`config.mk`:
```
export PLATFORM = sky130hd
export DESIGN_NAME = fetch_engine
export DESIGN_NICKNAME = d
export VERILOG_FILES = /design/src/rtl/cache_pkg.sv /design/src/rtl/fetch_engine.sv
export SDC_FILE = /design/constraint.sdc
export NUM_CORES = 1
export LEC_CHECK = 0
export ABC_CLOCK_PERIOD_IN_PS = 5100
export CAP_MARGIN = 5
export CORE_ASPECT_RATIO = 0.9
export CORE_MARGIN = 1
export CORE_UTILIZATION = 42
export DETAILED_ROUTE_END_ITERATION = 6
export PLACE_DENSITY = 0.9
export SYNTH_ARGS = -nofsm -noshare
export SYNTH_HDL_FRONTEND = slang
export SYNTH_SLANG_ARGS = --single-unit
```
`constraint.sdc`:
```
create_clock -name clk -period 5.1 [get_ports clk]
set_input_delay 0.51 -clock clk [delete_from_list [all_inputs] [get_ports clk]]
set_output_delay 0.51 -clock clk [all_outputs]
set_load 0.05 [all_outputs]
```
`src/rtl/cache_pkg.sv`:
```
// Shared cache definitions: fetch command codes, line-memory write
// priorities and the proc/acc status encodings used by the write controller.
package cache_pkg;

  // Fetch command encodings on the fetch port
  localparam logic [1:0] FETCH_WB  = 2'b00;
  localparam logic [1:0] FETCH_RF  = 2'b01;
  localparam logic [1:0] FETCH_NOP = 2'b11;

  // Line-memory write priority encodings
  localparam logic [1:0] WPRI_NORM = 2'b00;
  localparam logic [1:0] WPRI_FILL = 2'b01;

  // Processor-side request status seen by the write controller
  typedef enum logic [1:0] {
    PROC_IDLE = 2'b00,
    PROC_BUSY = 2'b01,
    PROC_HIT  = 2'b10,
    PROC_MISS = 2'b11
  } proc_status_t;

  // Access result status returned to the write controller
  typedef enum logic [1:0] {
    ACC_OK    = 2'b00,
    ACC_RETRY = 2'b01,
    ACC_ERR   = 2'b10,
    ACC_NONE  = 2'b11
  } acc_status_t;

  // True when a fetch command moves line data
  function automatic logic is_xfer_cmd(input logic [1:0] cmd);
    return (cmd == FETCH_WB) || (cmd == FETCH_RF);
  endfunction

endpackage

```
`src/rtl/fetch_engine.sv`:
```
// Line-transfer responder: executes one writeback or refill command a word
// at a time between the cache line memory and the external memory bus.
module fetch_engine
  import cache_pkg::*;
#(
  parameter int addr_width = 32,
  parameter int list_depth = 4,
  parameter int data_width = 32,
  parameter int list_width = 32
) (
  input  logic                                          clk,
  input  logic                                          rst_n,
  input  logic                                          fetch_req,
  output logic                                          fetch_gnt,
  input  logic [1:0]                                    fetch_cmd,
  input  logic [$clog2(list_depth)-1:0]                 fetch_tag,
  input  logic [addr_width-1:0]                         fetch_addr,
  output logic                                          fetch_done,
  output logic                                          mem_ren,
  input  logic                                          mem_rready,
  output logic [$clog2(list_depth)+$clog2(list_width)-1:0] mem_raddr,
  input  logic [data_width-1:0]                         mem_rdata,
  output logic                                          mem_wen,
  input  logic                                          mem_wready,
  output logic [$clog2(list_depth)+$clog2(list_width)-1:0] mem_waddr,
  output logic [data_width-1:0]                         mem_wdata,
  output logic [1:0]                                    mem_wpri,
  output logic                                          ext_req,
  input  logic                                          ext_gnt,
  output logic                                          ext_we,
  output logic [addr_width-1:0]                         ext_addr,
  output logic [data_width-1:0]                         ext_wdata,
  input  logic                                          ext_rvalid,
  input  logic [data_width-1:0]                         ext_rdata
);

  localparam int tag_w   = $clog2(list_depth);
  localparam int idx_w   = $clog2(list_width);
  localparam int byte_sh = $clog2(data_width / 8);
  localparam int off_w   = $clog2(list_width * data_width / 8);
  localparam logic [addr_width-1:0] off_mask =
    (addr_width'(1) << off_w) - addr_width'(1);

  typedef enum logic [2:0] {
    IDLE    = 3'd0,
    WB_RD   = 3'd1,
    WB_CAP  = 3'd2,
    WB_WR   = 3'd3,
    RF_RD   = 3'd4,
    RF_WAIT = 3'd5,
    RF_WR   = 3'd6,
    DONE    = 3'd7
  } fetch_state_t;

  fetch_state_t          state_r;
  fetch_state_t          next_state_s;
  logic [1:0]            cmd_r;
  logic [tag_w-1:0]      tag_r;
  logic [addr_width-1:0] base_r;
  logic [idx_w-1:0]      cnt_r;
  logic [data_width-1:0] buf_r;

  logic                  accept_s;
  logic                  cnt_inc_s;
  logic                  ld_mem_s;
  logic                  ld_ext_s;
  logic                  last_word_s;
  logic [addr_width-1:0] word_addr_s;
  logic [tag_w+idx_w-1:0] line_addr_s;

  assign last_word_s = (cnt_r == idx_w'(list_width - 1));
  assign word_addr_s = base_r + (addr_width'(cnt_r) << byte_sh);
  assign line_addr_s = {tag_r, cnt_r};

  // State register; reset abandons any command in flight
  always_ff @(posedge clk or negedge rst_n) begin
    if (!rst_n) begin
      state_r <= IDLE;
    end else begin
      state_r <= next_state_s;
    end
  end

  // Next-state and output decode; every output depends on state only
  always_comb begin
    next_state_s = state_r;
    accept_s     = 1'b0;
    cnt_inc_s    = 1'b0;
    ld_mem_s     = 1'b0;
    ld_ext_s     = 1'b0;
    fetch_gnt    = 1'b0;
    fetch_done   = 1'b0;
    mem_ren      = 1'b0;
    mem_raddr    = '0;
    mem_wen      = 1'b0;
    mem_waddr    = '0;
    mem_wdata    = '0;
    mem_wpri     = WPRI_NORM;
    ext_req      = 1'b0;
    ext_we       = 1'b0;
    ext_addr     = '0;
    ext_wdata    = '0;
    case (state_r)
      IDLE: begin
        fetch_gnt = 1'b1;
        if (fetch_req) begin
          accept_s = 1'b1;
          if (fetch_cmd == FETCH_WB) begin
            next_state_s = WB_RD;
          end else if (fetch_cmd == FETCH_RF) begin
            next_state_s = RF_RD;
          end else begin
            next_state_s = DONE;
          end
        end else begin
          next_state_s = IDLE;
        end
      end
      WB_RD: begin
        mem_ren   = 1'b1;
        mem_raddr = line_addr_s;
        if (mem_rready) begin
          next_state_s = WB_CAP;
        end else begin
          next_state_s = WB_RD;
        end
      end
      WB_CAP: begin
        ld_mem_s     = 1'b1;
        next_state_s = WB_WR;
      end
      WB_WR: begin
        ext_req   = 1'b1;
        ext_we    = 1'b1;
        ext_addr  = word_addr_s;
        ext_wdata = buf_r;
        if (ext_gnt) begin
          if (last_word_s) begin
            next_state_s = DONE;
          end else begin
            cnt_inc_s    = 1'b1;
            next_state_s = WB_RD;
          end
        end else begin
          next_state_s = WB_WR;
        end
      end
      RF_RD: begin
        ext_req  = 1'b1;
        ext_addr = word_addr_s;
        if (ext_gnt) begin
          next_state_s = RF_WAIT;
        end else begin
          next_state_s = RF_RD;
        end
      end
      RF_WAIT: begin
        if (ext_rvalid) begin
          ld_ext_s     = 1'b1;
          next_state_s = RF_WR;
        end else begin
          next_state_s = RF_WAIT;
        end
      end
      RF_WR: begin
        mem_wen   = 1'b1;
        mem_waddr = line_addr_s;
        mem_wdata = buf_r;
        mem_wpri  = (cmd_r == FETCH_RF) ? WPRI_FILL : WPRI_NORM;
        if (mem_wready) begin
          if (last_word_s) begin
            next_state_s = DONE;
          end else begin
            cnt_inc_s    = 1'b1;
            next_state_s = RF_RD;
          end
        end else begin
          next_state_s = RF_WR;
        end
      end
      DONE: begin
        fetch_done   = 1'b1;
        next_state_s = IDLE;
      end
      default: begin
        next_state_s = IDLE;
      end
    endcase
  end

  // Command capture, word counter and the single word buffer
  always_ff @(posedge clk or negedge rst_n) begin
    if (!rst_n) begin
      cmd_r  <= 2'b00;
      tag_r  <= '0;
      base_r <= '0;
      cnt_r  <= '0;
      buf_r  <= '0;
    end else begin
      if (accept_s) begin
        cmd_r  <= fetch_cmd;
        tag_r  <= fetch_tag;
        base_r <= fetch_addr & ~off_mask;
        cnt_r  <= '0;
      end else if (cnt_inc_s) begin
        cnt_r <= cnt_r + idx_w'(1);
      end
      if (ld_mem_s) begin
        buf_r <= mem_rdata;
      end else if (ld_ext_s) begin
        buf_r <= ext_rdata;
      end
    end
  end

endmodule

```
==> flow_summary.toml <==
# implementation run metrics
[run_status]
status = "completed"

[pwr]
vdd_ir_drop_max_v = 0.000307

[place]
dpl.hpwl_um = 8610
io_buffers = 214

[synthesis]
yosys.stat.seqShare = 0.429
ys_cells = 464
yosysTopAreaCell = "dfrtp_1"
simple_gate_share = 0.343
ys_top_cells_by_count = "nand2_1, dfrtp_1, and3_1, and2_1, mux2i_1"
synth_cell_type_count = 35
netlist_area_mm2 = 0.00402
topCellsByArea = "dfrtp_1, mux2i_1, nand2_1"
ff_type = "dfrtp_1"

[layout]
drive_above_1_share = 0.0441
fin_area_mm2 = 0.00640
layout.nonclk_buf_frac = 0.343
flops = 69
final_cells = 780
largestClassByArea = "buffers"
mi_logic_area_mm2 = 0.00208

[sta]
finalHoldViolCount = 0
worst_pin_slew_ns = 1.17
finalCritPeriodShare = 0.711

[setup_path]
crit_end = "ext_addr[30]"
reg2reg_slack_ns = 2.80

[clock_tree]
cts_setup_buffers = 0

[drt]
drtPass1Iterations = 5
avgViaCountPerCell = 5.11

[floorplan]
dieWidth_um = 105
[power breakdown]
group,switching [W],total [W],leakage (nW),internal [W]
registers,0.000194,0.000995,0.820,0.000802
clock network,0.000224,0.000517,0.113,0.000293
logic,0.00145,0.00225,1.88,0.000804
[critical path, delay by kind of cell (launching register included)]
family,cells,cell delay (ns)
flip-flops,1,0.33
buffers and inverters,4,1.73
AND/OR/NAND/NOR,2,0.33
AND-OR/OR-AND,1,0.36
[state kept, by name (all words and copies together) (netlist names)]
name     flops
state_r      3
buf_r       32
cnt_r        5
tag_r        2
cmd_r        2
base_r      25
[layer usage]
layer | vias up | share of wire
li1 | 1915 | -
met4 | 0 | 0.012
met2 | 139 | 0.51
met1 | 1917 | 0.43
met3 | 12 | 0.047
met5 | - | 0
Signal wires on met1:
Scale bar: 20 um.
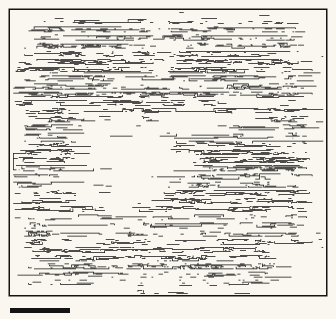
- main direction: horizontal
- wire length on this layer: 5160 um
DRT Wirelength: 12100 um
GRT met1 Usage: 0.299
via count: 3983

Signal wires on met2:
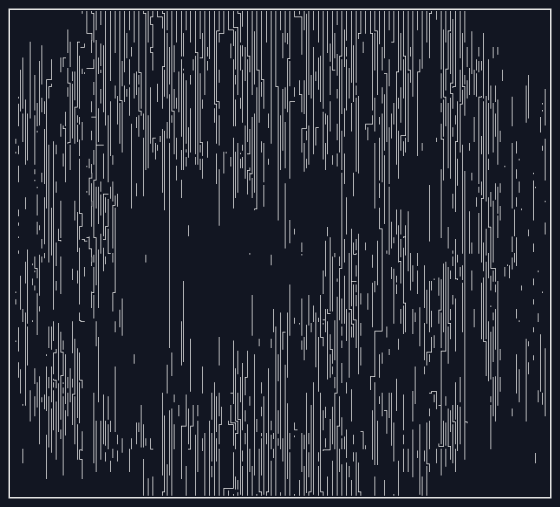
- wire length on this layer: 6240 um
- nets with wire on the layer: 641
M2 GR Usage: 0.415

Metal 3:
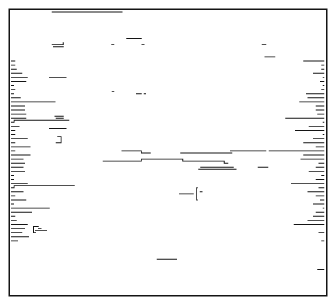
- wire length on this layer: 572 um
- longest straight run: 23.2 um
- share of all routed wire: 4.7%
- nets with wire on the layer: 113
grt met3 use: 0.0366

Power and IR drop assume default switching activity.
